<file path="config.mk">
export PLATFORM = sky130hd
export DESIGN_NAME = alu_decode_flat
export DESIGN_NICKNAME = d
export VERILOG_FILES = /design/src/rtl/alu_pkg.sv /design/src/rtl/alu_decode_if.sv /design/src/rtl/alu_dec_skid.sv /design/src/rtl/alu_decode.sv /design/src/flat_wrapper.sv
export SDC_FILE = /design/constraint.sdc
export NUM_CORES = 1
export LEC_CHECK = 0
export CORE_ASPECT_RATIO = 0.7
export CORE_MARGIN = 2
export CORE_UTILIZATION = 50
export CTS_CLUSTER_DIAMETER = 30
export DETAILED_ROUTE_END_ITERATION = 10
export GPL_TIMING_DRIVEN = 0
export PLACE_DENSITY = 0.81
export SKIP_LAST_GASP = 1
export SLEW_MARGIN = 20
export SYNTH_ARGS = -nofsm -noshare
export SYNTH_HDL_FRONTEND = slang
export SYNTH_SLANG_ARGS = --single-unit
</file>
<file path="constraint.sdc">
create_clock -name clk -period 2.8 [get_ports clk]
set_clock_uncertainty 0.05 [all_clocks]
set_input_delay 0.7 -clock clk [delete_from_list [all_inputs] [get_ports clk]]
set_output_delay 0.7 -clock clk [all_outputs]
set_load 0.01 [all_outputs]
</file>
<file path="src/rtl/alu_pkg.sv">
// Shared ALU/decode types: operation codes, RV32I opcode constants and the decoded bundle.
package alu_pkg;

    localparam int DEC_XLEN = 32;

    typedef enum logic [4:0] {
        ALU_ADD = 5'b00000,
        ALU_SUB = 5'b00001,
        ALU_SLL = 5'b00010,
        ALU_XOR = 5'b00101,
        ALU_SRL = 5'b00110,
        ALU_SRA = 5'b00111,
        ALU_OR  = 5'b01000,
        ALU_AND = 5'b01001
    } alu_op_e;

    localparam logic [6:0] OPC_RTYPE = 7'b0110011;
    localparam logic [6:0] OPC_ITYPE = 7'b0010011;
    localparam logic [6:0] OPC_LOAD  = 7'b0000011;
    localparam logic [6:0] OPC_STORE = 7'b0100011;

    localparam logic [6:0] F7_BASE = 7'b0000000;
    localparam logic [6:0] F7_ALT  = 7'b0100000;

    typedef enum logic [1:0] {
        SKID_EMPTY,
        SKID_ONE,
        SKID_FULL
    } skid_state_e;

    typedef struct packed {
        alu_op_e               alu_op;
        logic                  alu_src;
        logic [DEC_XLEN-1:0]   imm;
        logic [4:0]            rs1;
        logic [4:0]            rs2;
        logic [4:0]            rd;
        logic                  illegal;
    } dec_bundle_t;

endpackage

</file>
<file path="src/rtl/alu_decode_if.sv">
// Fetch-side and ALU-side handshake bundle of the decode stage.
interface alu_decode_if #(
    parameter int XLEN = 32
);
    logic            in_valid;
    logic            in_ready;
    logic [31:0]     instr;
    logic            out_valid;
    logic            out_ready;
    logic [4:0]      alu_op;
    logic            alu_src;
    logic [XLEN-1:0] imm;
    logic [4:0]      rs1;
    logic [4:0]      rs2;
    logic [4:0]      rd;
    logic            illegal;

    // slave is the decode stage itself, master is whoever drives fetch and consumes the bundle
    modport slave (
        input  in_valid, instr, out_ready,
        output in_ready, out_valid, alu_op, alu_src, imm, rs1, rs2, rd, illegal
    );

    modport master (
        output in_valid, instr, out_ready,
        input  in_ready, out_valid, alu_op, alu_src, imm, rs1, rs2, rd, illegal
    );
endinterface

</file>
<file path="src/rtl/alu_dec_skid.sv">
// Two-entry valid/ready skid buffer; in_ready is registered so it never depends on out_ready.
module alu_dec_skid
    import alu_pkg::*;
#(
    parameter type T     = dec_bundle_t,
    parameter int  DEPTH = 2
) (
    input  logic clk,
    input  logic rst_n,
    input  logic in_valid,
    output logic in_ready,
    input  T     in_data,
    output logic out_valid,
    input  logic out_ready,
    output T     out_data
);

    skid_state_e state_q, state_d;
    logic        in_ready_q;
    logic        in_fire, out_fire;
    logic        ld_head, ld_tail, head_from_tail;
    T            mem [DEPTH];

    assign in_ready = in_ready_q;
    assign in_fire  = in_valid & in_ready_q;
    assign out_fire = out_valid & out_ready;

    always_ff @(posedge clk or negedge rst_n) begin
        if (!rst_n) begin
            state_q    <= SKID_EMPTY;
            in_ready_q <= 1'b1;
        end else begin
            state_q    <= state_d;
            in_ready_q <= (state_d != SKID_FULL);
        end
    end

    always_comb begin
        state_d = state_q;
        case (state_q)
            SKID_EMPTY: if (in_fire) state_d = SKID_ONE;
            SKID_ONE: begin
                if (in_fire && !out_fire)      state_d = SKID_FULL;
                else if (!in_fire && out_fire) state_d = SKID_EMPTY;
            end
            SKID_FULL:  if (out_fire) state_d = SKID_ONE;
            default:    state_d = SKID_EMPTY;
        endcase
    end

    // mem[0] is always the head presented on the output
    always_comb begin
        out_valid      = (state_q != SKID_EMPTY);
        out_data       = mem[0];
        ld_head        = 1'b0;
        ld_tail        = 1'b0;
        head_from_tail = 1'b0;
        case (state_q)
            SKID_EMPTY: ld_head = in_fire;
            SKID_ONE: begin
                ld_head = in_fire & out_fire;
                ld_tail = in_fire & ~out_fire;
            end
            SKID_FULL: begin
                ld_head        = out_fire;
                head_from_tail = 1'b1;
            end
            default: ;
        endcase
    end

    always_ff @(posedge clk or negedge rst_n) begin
        if (!rst_n) begin
            for (int i = 0; i < DEPTH; i++) mem[i] <= '0;
        end else begin
            if (ld_head) mem[0] <= head_from_tail ? mem[1] : in_data;
            if (ld_tail) mem[1] <= in_data;
        end
    end

endmodule

</file>
<file path="src/rtl/alu_decode.sv">
// RV32I decode stage feeding the ALU, registered through a 2-entry skid buffer.
// Define ALU_DEC_STATS_EN to add dec_count / illegal_count / stall_cycles counters.
module alu_decode
    import alu_pkg::*;
#(
    parameter int XLEN       = DEC_XLEN,
    parameter int SKID_DEPTH = 2
) (
    input  logic          clk,
    input  logic          rst_n,
    alu_decode_if.slave   bus,
    input  logic          clr_illegal,
    output logic          illegal_seen
`ifdef ALU_DEC_STATS_EN
    ,
    output logic [31:0]   dec_count,
    output logic [15:0]   illegal_count,
    output logic [31:0]   stall_cycles
`endif
);

    function automatic dec_bundle_t decode(input logic [31:0] ins);
        dec_bundle_t d;
        logic [6:0]  f7;
        logic [2:0]  f3;
        logic        bad;
        f7        = ins[31:25];
        f3        = ins[14:12];
        bad       = 1'b0;
        d         = '0;
        d.alu_op  = ALU_ADD;
        d.rs1     = ins[19:15];
        d.rs2     = ins[24:20];
        d.rd      = ins[11:7];
        case (ins[6:0])
            OPC_RTYPE: begin
                case (f3)
                    3'b000: begin
                        if (f7 == F7_BASE)     d.alu_op = ALU_ADD;
                        else if (f7 == F7_ALT) d.alu_op = ALU_SUB;
                        else                   bad = 1'b1;
                    end
                    3'b001: begin
                        d.alu_op = ALU_SLL;
                        bad      = (f7 != F7_BASE);
                    end
                    3'b100: begin
                        d.alu_op = ALU_XOR;
                        bad      = (f7 != F7_BASE);
                    end
                    3'b101: begin
                        if (f7 == F7_BASE)     d.alu_op = ALU_SRL;
                        else if (f7 == F7_ALT) d.alu_op = ALU_SRA;
                        else                   bad = 1'b1;
                    end
                    3'b110: begin
                        d.alu_op = ALU_OR;
                        bad      = (f7 != F7_BASE);
                    end
                    3'b111: begin
                        d.alu_op = ALU_AND;
                        bad      = (f7 != F7_BASE);
                    end
                    default: bad = 1'b1;
                endcase
            end
            OPC_ITYPE: begin
                d.alu_src = 1'b1;
                d.imm     = {{(XLEN-12){ins[31]}}, ins[31:20]};
                case (f3)
                    3'b000: d.alu_op = ALU_ADD;
                    3'b001: begin
                        d.alu_op = ALU_SLL;
                        bad      = (f7 != F7_BASE);
                    end
                    3'b100: d.alu_op = ALU_XOR;
                    3'b101: begin
                        if (f7 == F7_BASE)     d.alu_op = ALU_SRL;
                        else if (f7 == F7_ALT) d.alu_op = ALU_SRA;
                        else                   bad = 1'b1;
                    end
                    3'b110: d.alu_op = ALU_OR;
                    3'b111: d.alu_op = ALU_AND;
                    default: bad = 1'b1;
                endcase
            end
            OPC_LOAD: begin
                d.alu_src = 1'b1;
                d.imm     = {{(XLEN-12){ins[31]}}, ins[31:20]};
            end
            OPC_STORE: begin
                d.alu_src = 1'b1;
                d.imm     = {{(XLEN-12){ins[31]}}, ins[31:25], ins[11:7]};
            end
            default: bad = 1'b1;
        endcase
        // illegal bundles still flow, but carry a neutral ALU setup
        if (bad) begin
            d.alu_op  = ALU_ADD;
            d.alu_src = 1'b0;
            d.imm     = '0;
        end
        d.illegal = bad;
        return d;
    endfunction

    dec_bundle_t dec_in, dec_out;
    logic        out_valid;
    logic        out_fire;

    assign dec_in = decode(bus.instr);

    alu_dec_skid #(
        .T     (dec_bundle_t),
        .DEPTH (SKID_DEPTH)
    ) u_skid (
        .clk       (clk),
        .rst_n     (rst_n),
        .in_valid  (bus.in_valid),
        .in_ready  (bus.in_ready),
        .in_data   (dec_in),
        .out_valid (out_valid),
        .out_ready (bus.out_ready),
        .out_data  (dec_out)
    );

    assign out_fire      = out_valid & bus.out_ready;
    assign bus.out_valid = out_valid;
    assign bus.alu_op    = dec_out.alu_op;
    assign bus.alu_src   = dec_out.alu_src;
    assign bus.imm       = dec_out.imm;
    assign bus.rs1       = dec_out.rs1;
    assign bus.rs2       = dec_out.rs2;
    assign bus.rd        = dec_out.rd;
    assign bus.illegal   = dec_out.illegal;

    // a new illegal transfer beats a concurrent clear
    always_ff @(posedge clk or negedge rst_n) begin
        if (!rst_n)                          illegal_seen <= 1'b0;
        else if (out_fire && dec_out.illegal) illegal_seen <= 1'b1;
        else if (clr_illegal)                illegal_seen <= 1'b0;
    end

`ifdef ALU_DEC_STATS_EN
    always_ff @(posedge clk or negedge rst_n) begin
        if (!rst_n) begin
            dec_count     <= '0;
            illegal_count <= '0;
            stall_cycles  <= '0;
        end else begin
            if (out_fire)                   dec_count    <= dec_count + 32'd1;
            if (out_valid && !bus.out_ready) stall_cycles <= stall_cycles + 32'd1;
            if (clr_illegal)
                illegal_count <= (out_fire && dec_out.illegal) ? 16'd1 : 16'd0;
            else if (out_fire && dec_out.illegal && illegal_count != 16'hFFFF)
                illegal_count <= illegal_count + 16'd1;
        end
    end
`endif

endmodule

</file>
<file path="src/flat_wrapper.sv">
// flat-port wrapper written by rule: the top's interface ports become plain ports
module alu_decode_flat import alu_pkg::*;
#(
    parameter int XLEN       = DEC_XLEN,
    parameter int SKID_DEPTH = 2
)
  (clk, rst_n, clr_illegal, illegal_seen, bus_in_valid, bus_instr, bus_out_ready, bus_in_ready, bus_out_valid, bus_alu_op, bus_alu_src, bus_imm, bus_rs1, bus_rs2, bus_rd, bus_illegal);
  alu_decode_if #(.XLEN(XLEN)) bus_i ();
  input  logic clk;
  input  logic rst_n;
  input  logic clr_illegal;
  output logic illegal_seen;
  input wire logic [$bits(bus_i.in_valid)-1:0] bus_in_valid;
  input wire logic [$bits(bus_i.instr)-1:0] bus_instr;
  input wire logic [$bits(bus_i.out_ready)-1:0] bus_out_ready;
  output wire logic [$bits(bus_i.in_ready)-1:0] bus_in_ready;
  output wire logic [$bits(bus_i.out_valid)-1:0] bus_out_valid;
  output wire logic [$bits(bus_i.alu_op)-1:0] bus_alu_op;
  output wire logic [$bits(bus_i.alu_src)-1:0] bus_alu_src;
  output wire logic [$bits(bus_i.imm)-1:0] bus_imm;
  output wire logic [$bits(bus_i.rs1)-1:0] bus_rs1;
  output wire logic [$bits(bus_i.rs2)-1:0] bus_rs2;
  output wire logic [$bits(bus_i.rd)-1:0] bus_rd;
  output wire logic [$bits(bus_i.illegal)-1:0] bus_illegal;
  assign bus_i.in_valid = bus_in_valid;
  assign bus_i.instr = bus_instr;
  assign bus_i.out_ready = bus_out_ready;
  assign bus_in_ready = bus_i.in_ready;
  assign bus_out_valid = bus_i.out_valid;
  assign bus_alu_op = bus_i.alu_op;
  assign bus_alu_src = bus_i.alu_src;
  assign bus_imm = bus_i.imm;
  assign bus_rs1 = bus_i.rs1;
  assign bus_rs2 = bus_i.rs2;
  assign bus_rd = bus_i.rd;
  assign bus_illegal = bus_i.illegal;
  alu_decode #(.XLEN(XLEN), .SKID_DEPTH(SKID_DEPTH)) u_core (.clk(clk), .rst_n(rst_n), .bus(bus_i), .clr_illegal(clr_illegal), .illegal_seen(illegal_seen));
endmodule
</file>
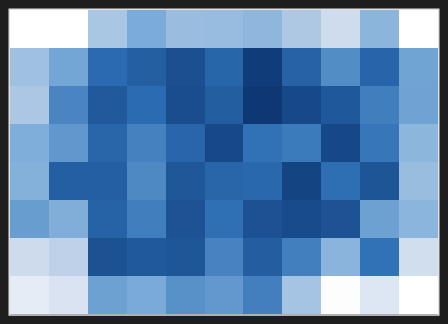
Figure 1: cell area per tile.
The die is cut into 11 by 8 equal tiles; white is low, dark blue is high, 0 to 100% covered.
densest ninth of the die	centre
emptiest ninth of the die	south-east
fullest tile	97%
mean over tiles	60%
tiles over 75% full	39%
nearly empty tiles	5.7%

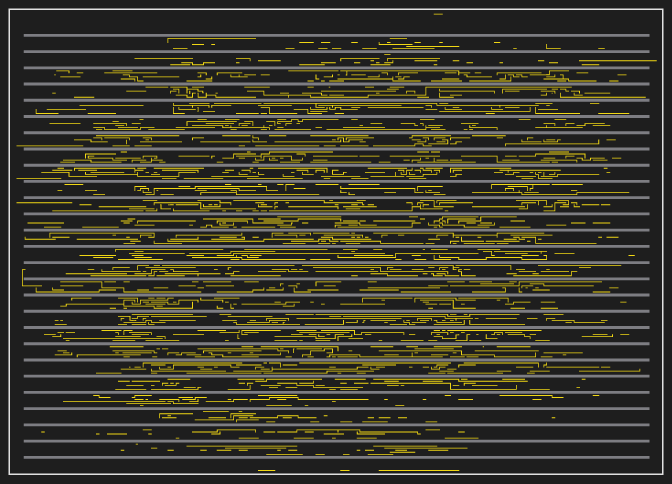
Figure 2: met1 routing.
Supply wires on this layer in grey.
longest straight run	29.0 µm
main direction	horizontal

==> results.tsv <==
metric	value	unit
dominant_cells	flip-flops and latches	
grt_pass1_vias	3339	
drt-total-wl	10.3	mm
status	complete, no violations	
post-place-cells	620	
finalInstanceArea	5220	µm²
cts-resized-gates	0	
buf_share	0.278	
reg2reg_slack	0.59	ns
drcViolationCount	0	
fp-utilization	0.523	
finalMaxSlewViolations	0	
hold_class	input port to async pin	
final_cell_mix	102 x nand2_1, 90 x clkdlybuf4s50_1, 69 x dfrtp_1	
ctsHoldBuffers	0	
rows	26	
seq_share	0.336	
ys_ff	70	
clkbuf_count	11	
maxCapViolCount	0	
setup.worst_path.end	u_core.u_skid.mem[48]	
seq_cells	70	
ys_seq_share	0.452	
fin_tns_setup	0	ns
finalPower	0.00377	W
grt-ovfl-total	0	
synth_warnings	0	
hold_violations	0	
worst_ep_arrival_time	2.83	ns
p_int	0.00264	W
dp_hpwl	7.45	mm
n_all_buffers	170	
dpl-instance-area	4940	µm²
crit_path_frequent_cell	buf_2	
clk_latency	0.34	ns
numCtsBuffers	9	
cp-end-kind	flip-flop	
antenna-diode-count	0	
top_area_cell	dfrtp_1	
grt_pass1_wl	16.9	mm
cp_cell_sequence	clkdlybuf4s50_1 > nand2b_1 > or4_1 > o21ba_2 > buf_2 > buf_2 > o21ai_0	
power_frac_comb	0.330	
seq_area	1750	µm²
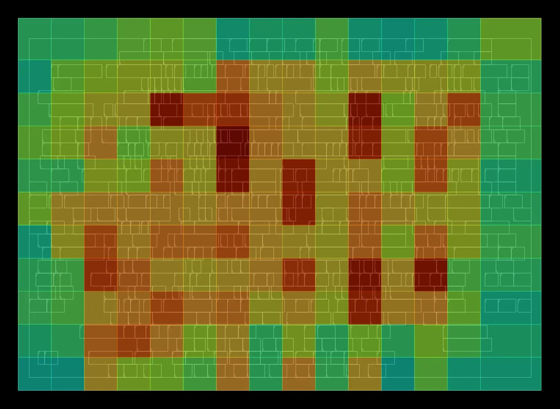
Figure 3: congestion heat map.
met1 Use GR: 0.360
gr usage total: 0.257
routing usage on met3: 0.0748
layer carrying the most global-route usage: met2
fin util: 0.703

